**src/rtl/debounced_mod_counter.sv**
```systemverilog
// -----------------------------------------------------------------------------
// debounced_mod_counter
//
// Purpose:
//   Three push-buttons (up, down, clear) are synchronized, sampled on a slow
//   strobe, debounced with hysteresis and turned into single press events.
//   The events drive a modulo-MODULUS up/down counter that reports wrap-around.
//
// Parameters:
//   DIV      - MHz cycles per sample tick (2 .. 2^20)
//   STABLE   - consecutive equal samples needed to change a debounced level
//   WIDTH    - counter width
//   MODULUS  - counter range 0 .. MODULUS-1 (2 .. 2^WIDTH)
//   KEY_POL  - 1: key pressed when pin high, 0: pressed when pin low
//
// Ports:
//   MHz      in   system clock, every state change on its rising edge
//   rst_n    in   asynchronous active-low reset
//   keys     in   raw buttons: [0] up, [1] down, [2] clear
//   counter  out  current count value
//   key_lvl  out  debounced pressed level per key (1 = pressed)
//   wrap     out  one-cycle pulse when the counter wraps in either direction
//   tick     out  one-cycle sample strobe, period DIV cycles
//   led      out  constant 1 (power indicator)
// -----------------------------------------------------------------------------
module debounced_mod_counter #(
  parameter int DIV     = 10000,
  parameter int STABLE  = 7,
  parameter int WIDTH   = 3,
  parameter int MODULUS = 8,
  parameter int KEY_POL = 1
) (
  input  logic             MHz,
  input  logic             rst_n,
  input  logic [2:0]       keys,
  output logic [WIDTH-1:0] counter,
  output logic [2:0]       key_lvl,
  output logic             wrap,
  output logic             tick,
  output logic             led
);

  localparam int               DIV_W    = (DIV > 2) ? $clog2(DIV) : 1;
  localparam logic [DIV_W-1:0] DIV_LAST = DIV_W'(DIV - 1);
  localparam logic [WIDTH-1:0] CNT_MAX  = WIDTH'(MODULUS - 1);
  // Inverting mask applied after synchronization so that 1 always means pressed.
  localparam logic [2:0]       POL_MASK = (KEY_POL != 0) ? 3'b000 : 3'b111;

  // ---------------------------------------------------------------------------
  // Two-flop synchronizer per key
  // ---------------------------------------------------------------------------
  logic [2:0] sync1_q, sync1_d;
  logic [2:0] sync2_q, sync2_d;
  logic [2:0] key_in;

  always_comb begin
    sync1_d = keys;
    sync2_d = sync1_q;
  end

  always_ff @(posedge MHz or negedge rst_n) begin
    if (!rst_n) begin
      sync1_q <= '0;
      sync2_q <= '0;
    end else begin
      sync1_q <= sync1_d;
      sync2_q <= sync2_d;
    end
  end

  assign key_in = sync2_q ^ POL_MASK;

  // ---------------------------------------------------------------------------
  // Sample-tick divider
  // tick_q is registered so that it is high exactly while div_q == DIV-1.
  // ---------------------------------------------------------------------------
  logic [DIV_W-1:0] div_q, div_d;
  logic             tick_q, tick_d;

  always_comb begin
    if (tick_q) begin
      div_d = '0;
    end else begin
      div_d = div_q + DIV_W'(1);
    end
    tick_d = (div_d == DIV_LAST);
  end

  always_ff @(posedge MHz or negedge rst_n) begin
    if (!rst_n) begin
      div_q  <= '0;
      tick_q <= 1'b0;
    end else begin
      div_q  <= div_d;
      tick_q <= tick_d;
    end
  end

  // ---------------------------------------------------------------------------
  // Per-key debouncer and press-edge detector
  // ---------------------------------------------------------------------------
  logic [2:0] lvl_vec;
  logic [2:0] press_vec;

  for (genvar gi = 0; gi < 3; gi++) begin : g_key
    logic [STABLE-1:0] shift_q, shift_d;
    logic              lvl_q, lvl_d;
    logic              press_q, press_d;

    always_comb begin
      shift_d = shift_q;
      lvl_d   = lvl_q;
      if (tick_q) begin
        shift_d = {shift_q[STABLE-2:0], key_in[gi]};
        // The level follows the freshly shifted history, so it moves on the
        // same edge as the shift register; mixed histories hold the level.
        if (&shift_d) begin
          lvl_d = 1'b1;
        end else if (~|shift_d) begin
          lvl_d = 1'b0;
        end
      end
      // Rising edge of the level only; releases produce nothing.
      press_d = lvl_d & ~lvl_q;
    end

    always_ff @(posedge MHz or negedge rst_n) begin
      if (!rst_n) begin
        shift_q <= '0;
        lvl_q   <= 1'b0;
        press_q <= 1'b0;
      end else begin
        shift_q <= shift_d;
        lvl_q   <= lvl_d;
        press_q <= press_d;
      end
    end

    assign lvl_vec[gi]   = lvl_q;
    assign press_vec[gi] = press_q;
  end

  // ---------------------------------------------------------------------------
  // Modulo up/down counter
  // Priority on a press cycle: clear, then up+down cancel, then up, then down.
  // ---------------------------------------------------------------------------
  logic [WIDTH-1:0] counter_q, counter_d;
  logic             wrap_q, wrap_d;

  always_comb begin
    counter_d = counter_q;
    wrap_d    = 1'b0;
    if (press_vec[2]) begin
      counter_d = '0;
    end else if (press_vec[0] && press_vec[1]) begin
      counter_d = counter_q;
    end else if (press_vec[0]) begin
      if (counter_q >= CNT_MAX) begin
        counter_d = '0;
        wrap_d    = 1'b1;
      end else begin
        counter_d = counter_q + WIDTH'(1);
      end
    end else if (press_vec[1]) begin
      if (counter_q == '0) begin
        counter_d = CNT_MAX;
        wrap_d    = 1'b1;
      end else begin
        counter_d = counter_q - WIDTH'(1);
      end
    end
  end

  always_ff @(posedge MHz or negedge rst_n) begin
    if (!rst_n) begin
      counter_q <= '0;
      wrap_q    <= 1'b0;
    end else begin
      counter_q <= counter_d;
      wrap_q    <= wrap_d;
    end
  end

  // ---------------------------------------------------------------------------
  // Outputs
  // ---------------------------------------------------------------------------
  assign counter = counter_q;
  assign key_lvl = lvl_vec;
  assign wrap    = wrap_q;
  assign tick    = tick_q;
  assign led     = 1'b1;

endmodule
```
**config.mk**
```make
export PLATFORM = sky130hd
export DESIGN_NAME = debounced_mod_counter
export DESIGN_NICKNAME = d
export VERILOG_FILES = /design/src/rtl/debounced_mod_counter.sv
export SDC_FILE = /design/constraint.sdc
export NUM_CORES = 1
export LEC_CHECK = 0
export ABC_AREA = 1
export CAP_MARGIN = 10
export CELL_PAD_IN_SITES_DETAIL_PLACEMENT = 0
export CELL_PAD_IN_SITES_GLOBAL_PLACEMENT = 1
export CORE_MARGIN = 3
export CORE_UTILIZATION = 40
export DETAILED_ROUTE_END_ITERATION = 6
export HOLD_SLACK_MARGIN = 0.02
export PLACE_DENSITY_LB_ADDON = 0.1
export SYNTH_ARGS = -nofsm -noshare
export SYNTH_HDL_FRONTEND = slang
export SYNTH_SLANG_ARGS = --single-unit
```
**constraint.sdc**
```tcl
create_clock -name MHz -period 1.4 [get_ports MHz]
set_clock_uncertainty 0.2 [all_clocks]
set_input_delay 0.42 -clock MHz [delete_from_list [all_inputs] [get_ports MHz]]
set_output_delay 0.42 -clock MHz [all_outputs]
set_load 0.03 [all_outputs]
```
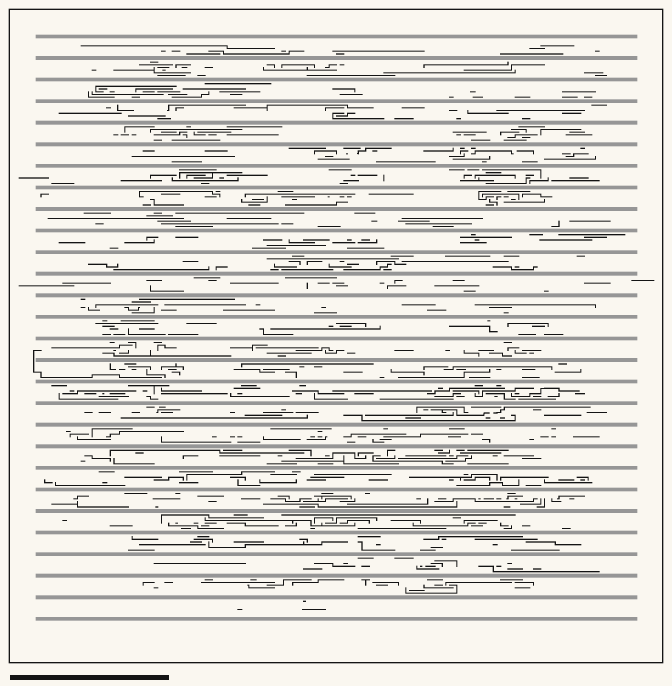
(run_1/met1.png)
Scale bar: 20 µm. Supply wires on this layer in gray.
longest straight run	29.4 µm
wire length on this layer	2510 µm
share of all routed wire	46%
main direction	horizontal
met1 GRT Util: 21.7%
vias: 1992
Routed WL: 5410 µm

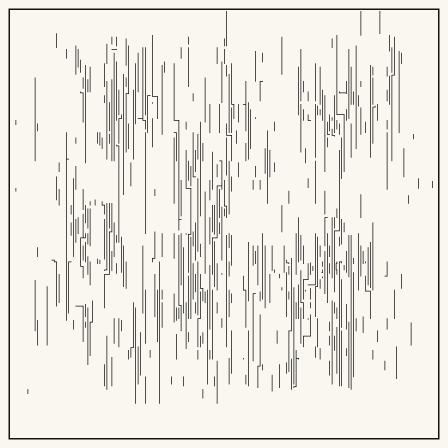
(run_1/met2.png)
main direction	vertical
longest straight run	36.0 µm
GR Layer Usage met2: 24.4%

==> Changelog: implementation, run 1 <==
### Changed

- Outcome: finished with violations
- Failing checks: setup timing
- HP Class: flip-flop to flip-flop
- Post-synth EDFFs: 0
- Number of H-tree levels: 2
- Largest net degree at the start of global routing: 28
- Post-synth net total: 287
- Largest register FFs: 18
- Adder share: approximately 2.7%
- Hold-fix buffers, CTS: 1
- Mux frac, synth: 0%
- Cell count after synthesis: 277
- # setup viols final: 15
- Number of ordinary inverters in the final layout: 49
- Yosys top cell by instances: nand2_1
- Critical path type: flip-flop to output port
- Leakage: 0.00167 µW
- Biggest regs: g_key.shift_q (18), div_q (14)
- Final WS setup: -212 ps
- Final core occ: 61.1%
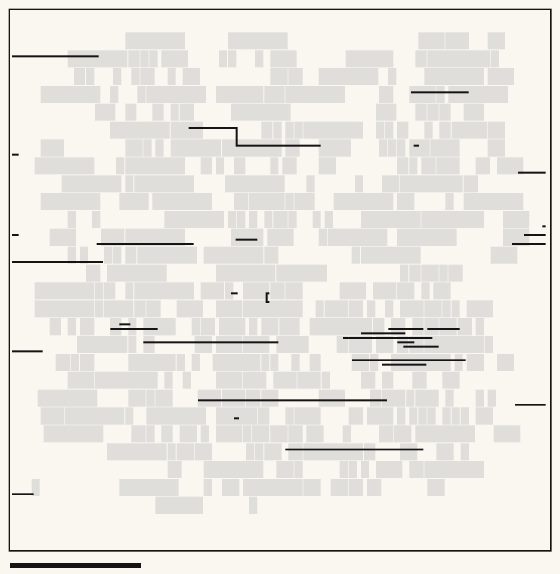
(run_1/met3.png)
Scale bar: 20 µm.
wire length on this layer	241 µm
share of all routed wire	4.5%
nets with wire on the layer	25
longest straight run	28.5 µm
GRT met3 Usage: 3.69%

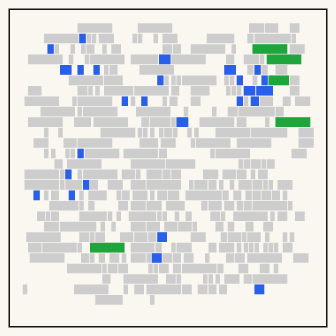
(run_1/gate_families.png)
family	color	cells
inverting AOI/OAI gates	blue	26
adder and majority cells	green	5
dominant logic cell type in the layout: nand2_1
Cell Count, Final, Fillers Out: 414
logic share of the area: 33.6%

==> run 2, diff against run 1 <==
--- a/config.mk
+++ b/config.mk
@@ -14,6 +14,7 @@
 export DETAILED_ROUTE_END_ITERATION = 6
 export HOLD_SLACK_MARGIN = 0.02
 export PLACE_DENSITY_LB_ADDON = 0.1
+export REMOVE_ABC_BUFFERS = 1
 export SYNTH_ARGS = -nofsm -noshare
 export SYNTH_HDL_FRONTEND = slang
 export SYNTH_SLANG_ARGS = --single-unit
==> run 2 against run 1 <==
  * The run still ends with setup timing left
  * Clock power is 24% higher
  * Non-clock buffer count is 1 higher
  * Global-route usage rose by 0.69 points
  * Sequential share of layout area down 0.44 points
  * Cell count is 0.24% higher
  * Critical path depth is 7 higher
  * Via count shrank 2.5%
  * Worst hold slack got worse by 3.0 ps
  * Critical endpoint is now tick$_DFF_PN0_
  * Highest routed layer unchanged
==> Changelog: implementation, run 2 <==
### Changed

- Outcome: finished with violations
- Failing checks: setup timing
- Critical path depth: 9
- First-pass GRT wire length: between 8000 and 9000 µm
- # setup viols final: 21 (+6)
- Top routing layer used: met4
- Adder share: 2.69% (unchanged)
- Yosys top cell by instances: nand2_1
- Most instantiated logic cells after routing: nand2_1 (54), dfrtp_1 (46), inv_1 (35)
- Tap cell count: 72
- Total GRT Usage: 16.4%
- Remaining Overflow, GRT: 0
- Biggest register: g_key.shift_q
- GR Layer Usage met2: 26.3% (+1.8 points)
- Largest net degree at the start of global routing: 50 (+79%)
- Hold-fix buffers, CTS: 1 (unchanged)
- Mux frac, synth: 0% (unchanged)
- Syn Area/Cell: approximately 8.4 µm²
- Mapped cell area: approximately 2300 µm²
- Final WS setup: -241 ps (-29.0 ps)
- Number of ordinary inverters in the final layout: 49 (unchanged)
- Cell count after synthesis: 277 (unchanged)
- Dominant logic cell type in the layout: nand2_1
- Leakage: 0.00165 µW (-0.87%)
- Biggest regs: g_key.shift_q (18), div_q (14)
- HP Class: flip-flop to flip-flop
- DRC viols: 0
- Tot Pwr: 2530 µW
- Switching Fraction: approximately a fifth
- Floorplan utilization: 41.7%
- Hold slack final: about 160 ps
- Number of H-tree levels: 2 (unchanged)
- Final core occ: 61.7% (+0.63 points)
- Distinct lib cells: 25
- Routed vias/inst: 4.68
- Post-synth EDFFs: 0 (unchanged)
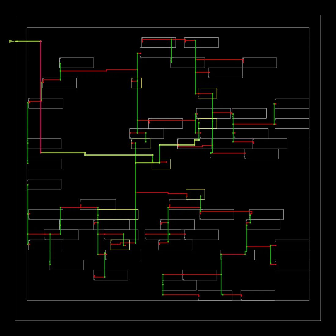
(run_2/final_clocks.png)
clk pwr: 1060 µW
CTS Sinks: 49
sequential cell count: 49
clock buffers: 6
clk_lat worst skew: 300 ps

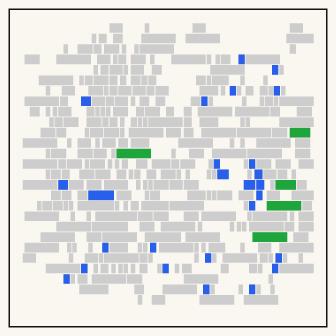
(run_2/gate_families.png)
logic share of the area: 33.1%
Cell Count, Final, Fillers Out: 415

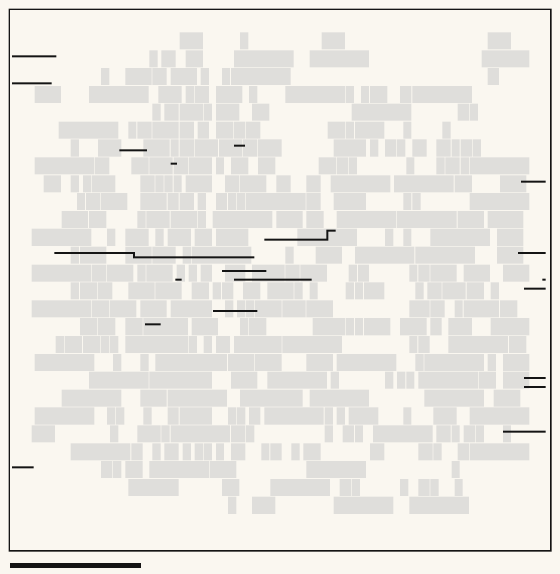
(run_2/met3.png)
Scale bar: 20 µm.
vias: 1943
GRT met3 Usage: 3.58%
Routed WL: 5150 µm

==> run 3, diff against run 2 <==
--- a/config.mk
+++ b/config.mk
@@ -15,6 +15,7 @@
 export HOLD_SLACK_MARGIN = 0.02
 export PLACE_DENSITY_LB_ADDON = 0.1
 export REMOVE_ABC_BUFFERS = 1
+export SLEW_MARGIN = 20
 export SYNTH_ARGS = -nofsm -noshare
 export SYNTH_HDL_FRONTEND = slang
 export SYNTH_SLANG_ARGS = --single-unit
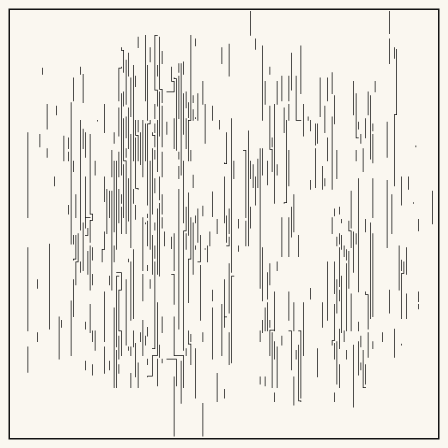
(run_3/met2.png)
GR Layer Usage met2: 26.3%

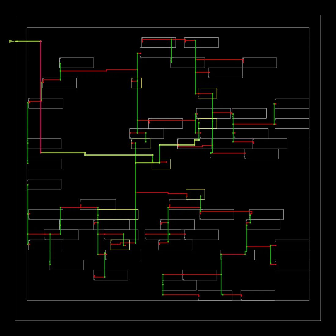
(run_3/final_clocks.png)
Num CTS Buffers: 5

==> run 3 against run 2 <==
  * The run still ends with setup timing left
  * Core utilization stayed put
  * Largest cell class unchanged
  * Via count unchanged
  * Largest power group unchanged
  * Clock power about the same
==> Changelog: implementation, run 3 <==
### Changed

- Outcome: finished with violations
- Failing checks: setup timing
- # setup viols final: 21 (unchanged)
- Syn Area/Cell: 8.39 µm² (unchanged)
- Final core occ: 61.7% (unchanged)
- Sequential cell count: 49 (unchanged)
- Tap cell count: 72 (unchanged)
- DRC viols: 0 (unchanged)
- Switching Fraction: 20.3% (unchanged)
- Number of ordinary inverters in the final layout: 49 (unchanged)
- GRT met3 Usage: 3.58% (unchanged)
- Most instantiated logic cells after routing: nand2_1 (54), dfrtp_1 (46), inv_1 (35)
- Biggest regs: g_key.shift_q (18), div_q (14)
- CTS Sinks: 49 (unchanged)
- Total GRT Usage: 16.4% (unchanged)
- Mux frac, synth: 0% (unchanged)
- Post-synth EDFFs: 0 (unchanged)
- HP Class: flip-flop to flip-flop
- Final WS setup: -241 ps (unchanged)
- Leakage: 0.00165 µW (unchanged)
- Hold slack final: 158 ps (unchanged)
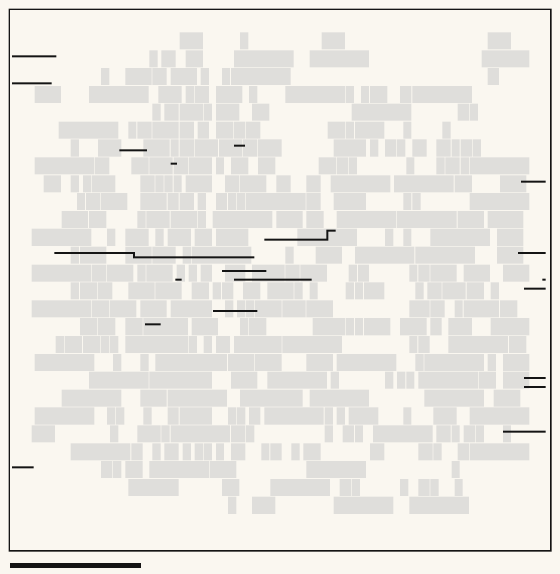
(run_3/met3.png)
Scale bar: 20 µm.
nets with wire on the layer	16
main direction	horizontal
share of all routed wire	2.2%

No activity file was given, so power comes from the tool's default toggle rates.
